Figure 1. Congestion heat map (run 1).
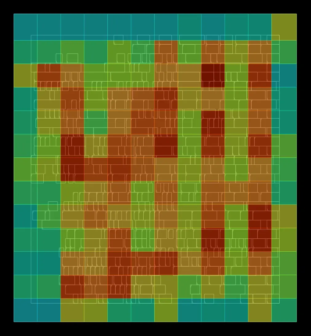
Figure 2. Logic cells by family (run 1).
Drawn at 4 px/um.
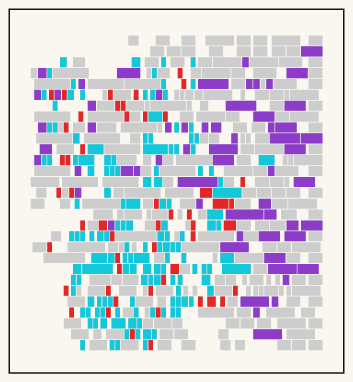
Figure 3. Wire density map (run 1).
Drawn at 4 px/um. The die is cut into 17 by 18 equal tiles; white is low, dark blue is high, scaled to the fullest tile. Values are wire area over tile area, all layers added.
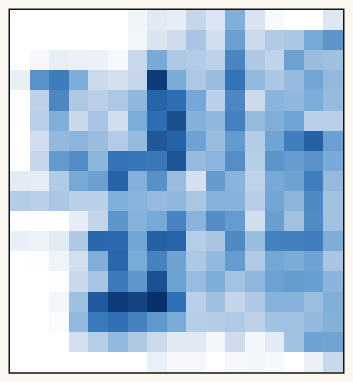
Figure 4. Wires at chosen ports, followed through buffers (run 1).
Drawn at 4 px/um.
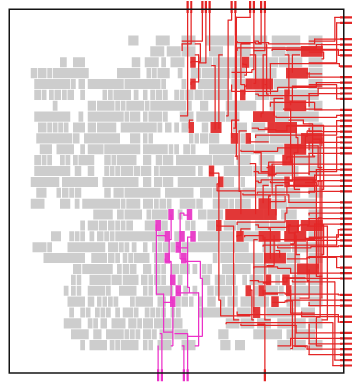
Design ezusb_tx_sched_flat, sky130hd; sources not shown.
==> run summary, run 1 <==
run results: WP data required 2.60 ns, first-pass GRT wire length 14.4 mm, CP Buf/Inv Count 3, tool warnings 40, run status finished, final reports clean, buffer share of cell area 0.326, pwr dens 480 nW/um2, Mapped Avg Cell Area 6.40 um2, Via density 5.38, Max H-tree Level 1, worst min path class in2async, Post-synth EDFFs 0, RSZ-0062 raised after global routing true, DRT iter0 DRCs 128, CTS tree done, max FFs per register 9, multi-input gate count 281, Seq pwr share 0.187, Flop area 537 um2, die width 83.3 um, Post-synth regs 21, clock-pin slew on the worst setup and hold paths 0.08 ns, Yosys Instances 360, Internal Pwr Total 1.04 mW, Synth top area share 0.207, nets@finish 581, Layout Skew 0.00315 ns, Sw Ratio 0.496, Flop Count 21, peak supply drop 1.01 mV, Cell Chain, Critical Path inv_2, ha_1, nand2_1, nand3_1, and2_1, ha_1, inv_1, nor2_1, nor2_1, nand2_2, buf_4, nor2_1, nand2_1, nand3_1, nand2_1, nand2_1, # placed instances 546, Die H 90.6 um, yosys warns 0, register-to-register setup slack 0.06 ns, n_diodes 0, layout cells sized above 1 0.294, Seq area share 0.124, yosys stat area 2300 um2, pin count of the biggest net entering global routing 22
-- Figure 1 (at the start) --
Global Route met1 Usage: 0.264
met3 Use GR: 0.0511
met2 GRT Util: 0.426
utilization after layout: 0.748

-- Figure 2 (at the start) --
| family | color | cells | most used |
|---|---|---|---|
| inverters | red | 51 | inv_1 |
| inverting AOI/OAI gates | purple | 61 | o21ai_1 |
| NAND gates | cyan | 140 | nand2_1 |
most numerous logic cell after layout: nand2_1
final non-filler cell total: 560
logic share of the area: 0.467

-- Figure 3 (at the start) --
emptiest ninth of the die: top left
fullest tile: 0.57
tiles over half the peak: 28%
nearly empty tiles: 14%
via count: 3013
drt total wl: 9.45 mm
DR WL/cell: 16.9 um
gr usage total: 0.228

-- Figure 4 (at the start) --
| port | color | bits | direction | end cells | buffers | wire |
|---|---|---|---|---|---|---|
| `bus_ch_valid` | magenta | 4 | input | 12 | 4 | 189 um |
| `bus_ch_data` | red | 64 | input | 46 | 64 | 2070 um |
io pins: 103
Port Buf Inserts: 102

[run 1: cells by family after synthesis]
logic type                 count (synthesis)  share of synthesized area
and+or+nand+nor                          195                      0.365
DFF                                       21                      0.229
adders and majority gates                 21                      0.114
xor gates and xnor gates                   2                    0.00761
buffers and inverters                     59                      0.104
AOI/OAI and AO/OA                         62                      0.180
[run 1: metal layers]
metal	wire, um	track usage	vias to the layer above
li1	-	-	1441
met1	3580	0.264	1416
met2	4880	0.426	138
met3	760	0.0511	18
met4	232	0.0490	0
met5	0	0	-
[run 1: power by group through the flow]
stage	registers [mW]	clock network [mW]	logic [mW]
2_1_floorplan	0.391	0	0.845
6_report	0.388	0.242	1.44
5_1_grt	0.388	0.260	1.50
3_5_place_dp	0.396	0	1.32
3_3_place_gp	0.395	0	1.30
4_1_cts	0.384	0.243	1.36
Figure 5. Clock distribution (run 1).
Drawn at 4 px/um.
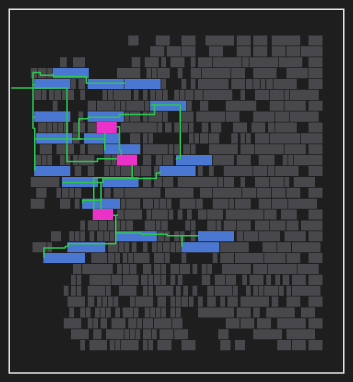

## Run 2: what changed since run 1
--- a/config.mk
+++ b/config.mk
@@ -6,14 +6,16 @@
 export NUM_CORES = 1
 export LEC_CHECK = 0
 export ABC_AREA = 1
-export ABC_CLOCK_PERIOD_IN_PS = 2400
+export ABC_CLOCK_PERIOD_IN_PS = 2820
+export CELL_PAD_IN_SITES_DETAIL_PLACEMENT = 0
+export CELL_PAD_IN_SITES_GLOBAL_PLACEMENT = 2
 export CORE_ASPECT_RATIO = 1.1
 export CORE_MARGIN = 5
-export CORE_UTILIZATION = 39
+export CORE_UTILIZATION = 23
 export CTS_CLUSTER_DIAMETER = 30
 export DETAILED_ROUTE_END_ITERATION = 7
 export HOLD_SLACK_MARGIN = 0.12
-export PLACE_DENSITY = 0.79
+export PLACE_DENSITY_LB_ADDON = 0.1
 export SLEW_MARGIN = 20
 export SYNTH_ARGS = -nofsm -noshare
 export SYNTH_HDL_FRONTEND = slang
==> constraint.sdc (replaced) <==
create_clock -name ifclk -period 2.82 [get_ports ifclk]
set_input_delay 0.423 -clock ifclk [delete_from_list [all_inputs] [get_ports ifclk]]
set_output_delay 0.423 -clock ifclk [all_outputs]
set_load 0.1 [all_outputs]
Figure 6. Clock distribution (run 2).
Drawn at 4 px/um.
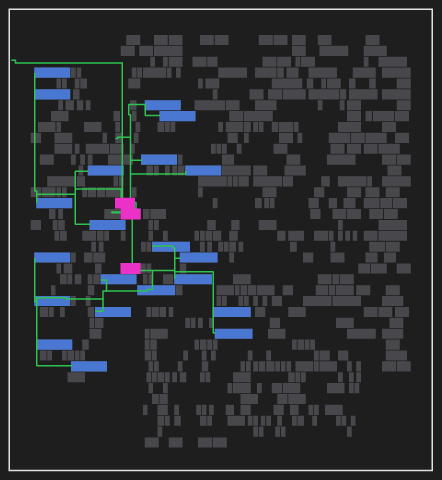
[flip-flops] blue | count: 21
[cells driving clock nets] magenta | count: 3
[clock wires] green | length: 367 um
routed clock nets: 4
Clk. pwr: 0.207 mW
Clk pwr share: 0.128
clk ins delay skew pair: 0.26 ns
Layout Skew: 0.00368 ns

Figure 7. Wires at chosen ports, followed through buffers (run 2).
Drawn at 4 px/um.
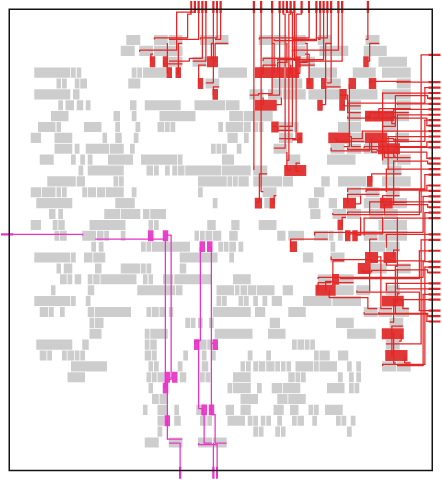
| port | color | bits | direction | end cells | buffers | wire |
|---|---|---|---|---|---|---|
| `bus_ch_valid` | magenta | 4 | input | 12 | 4 | 267 um |
| `bus_ch_data` | red | 64 | input | 46 | 64 | 1900 um |

==> run summary, run 2 <==
run results: run status finished, final reports clean (unchanged), Yosys Instances 360 (unchanged), top sig layer met4 (unchanged), final non-filler cell total 592 (was 560), drt total wl 9.24 mm (was 9.45 mm), Post-synth EDFFs 0 (unchanged), first-pass GRT wire length 14.9 mm (was 14.4 mm), yosys warns 0 (unchanged), Synth top area share 0.207 (unchanged), die width 105 um (was 83.3 um), clock-pin slew on the worst setup and hold paths 0.09 ns (was 0.08 ns), pwr dens 401 nW/um2 (was 480 nW/um2), tool warnings 39 (was 40), routed wl met3 422 um (was 760 um), CTS tree done (unchanged), Die H 115 um (was 90.6 um), io pins 103 (unchanged), peak supply drop 0.582 mV (was 1.01 mV), WP data required 2.40 ns (was 2.60 ns), Mapped Avg Cell Area 6.40 um2 (unchanged), Comb group 1.08 mW (was 1.44 mW), Most Crowded Layer GR met2 (unchanged), register-to-register setup slack 0.21 ns (was 0.06 ns), layout cells sized above 1 0.225 (was 0.294), via count 2742 (was 3013), Sw Ratio 0.502 (was 0.496), max FFs per register 9 (unchanged), DRT iter0 DRCs 99 (was 128), worst min path class reg2reg (was in2async), Port Buf Inserts 102 (unchanged), most numerous logic cell after layout nand2_1 (unchanged)
Figure 8. Congestion heat map (run 2).
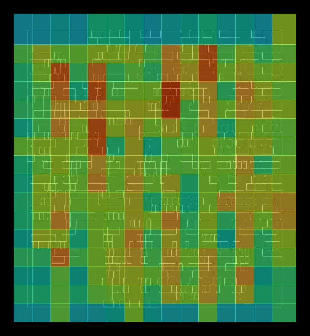
utilization after layout: 0.408
DR WL/cell: 15.6 um
met3 Use GR: 0.0241

==> run 2: logic make-up (layout without fill, tap and decap cells) <==
| logic type | count (synthesis) | after routing | synth area share |
|---|---|---|---|
| fa+ha+maj | 21 | 21 | 0.114 |
| buf+inv | 59 | 171 | 0.104 |
| flops | 21 | 21 | 0.229 |
| xor+xnor | 2 | 2 | 0.00761 |
| simple gates | 195 | 195 | 0.365 |
| compound gates | 62 | 62 | 0.180 |
==> run 2: repair_timing <==
item	CTS	global route
pin swaps	0	0
gates resized	2	21
setup endpoints to repair	14	28
cloned	0	0
setup buffers	0	4
==> run 2: layout make-up <==
type,instances,share of cell area
tap,120,0.0373
multi-input combinational,280,0.440
inverter,51,0.0498
timing repair buffer,116,0.329
clock inverter,1,0.00124
clock buffer,3,0.0103
sequential,21,0.133
No activity file was given, so power comes from the tool's default toggle rates.
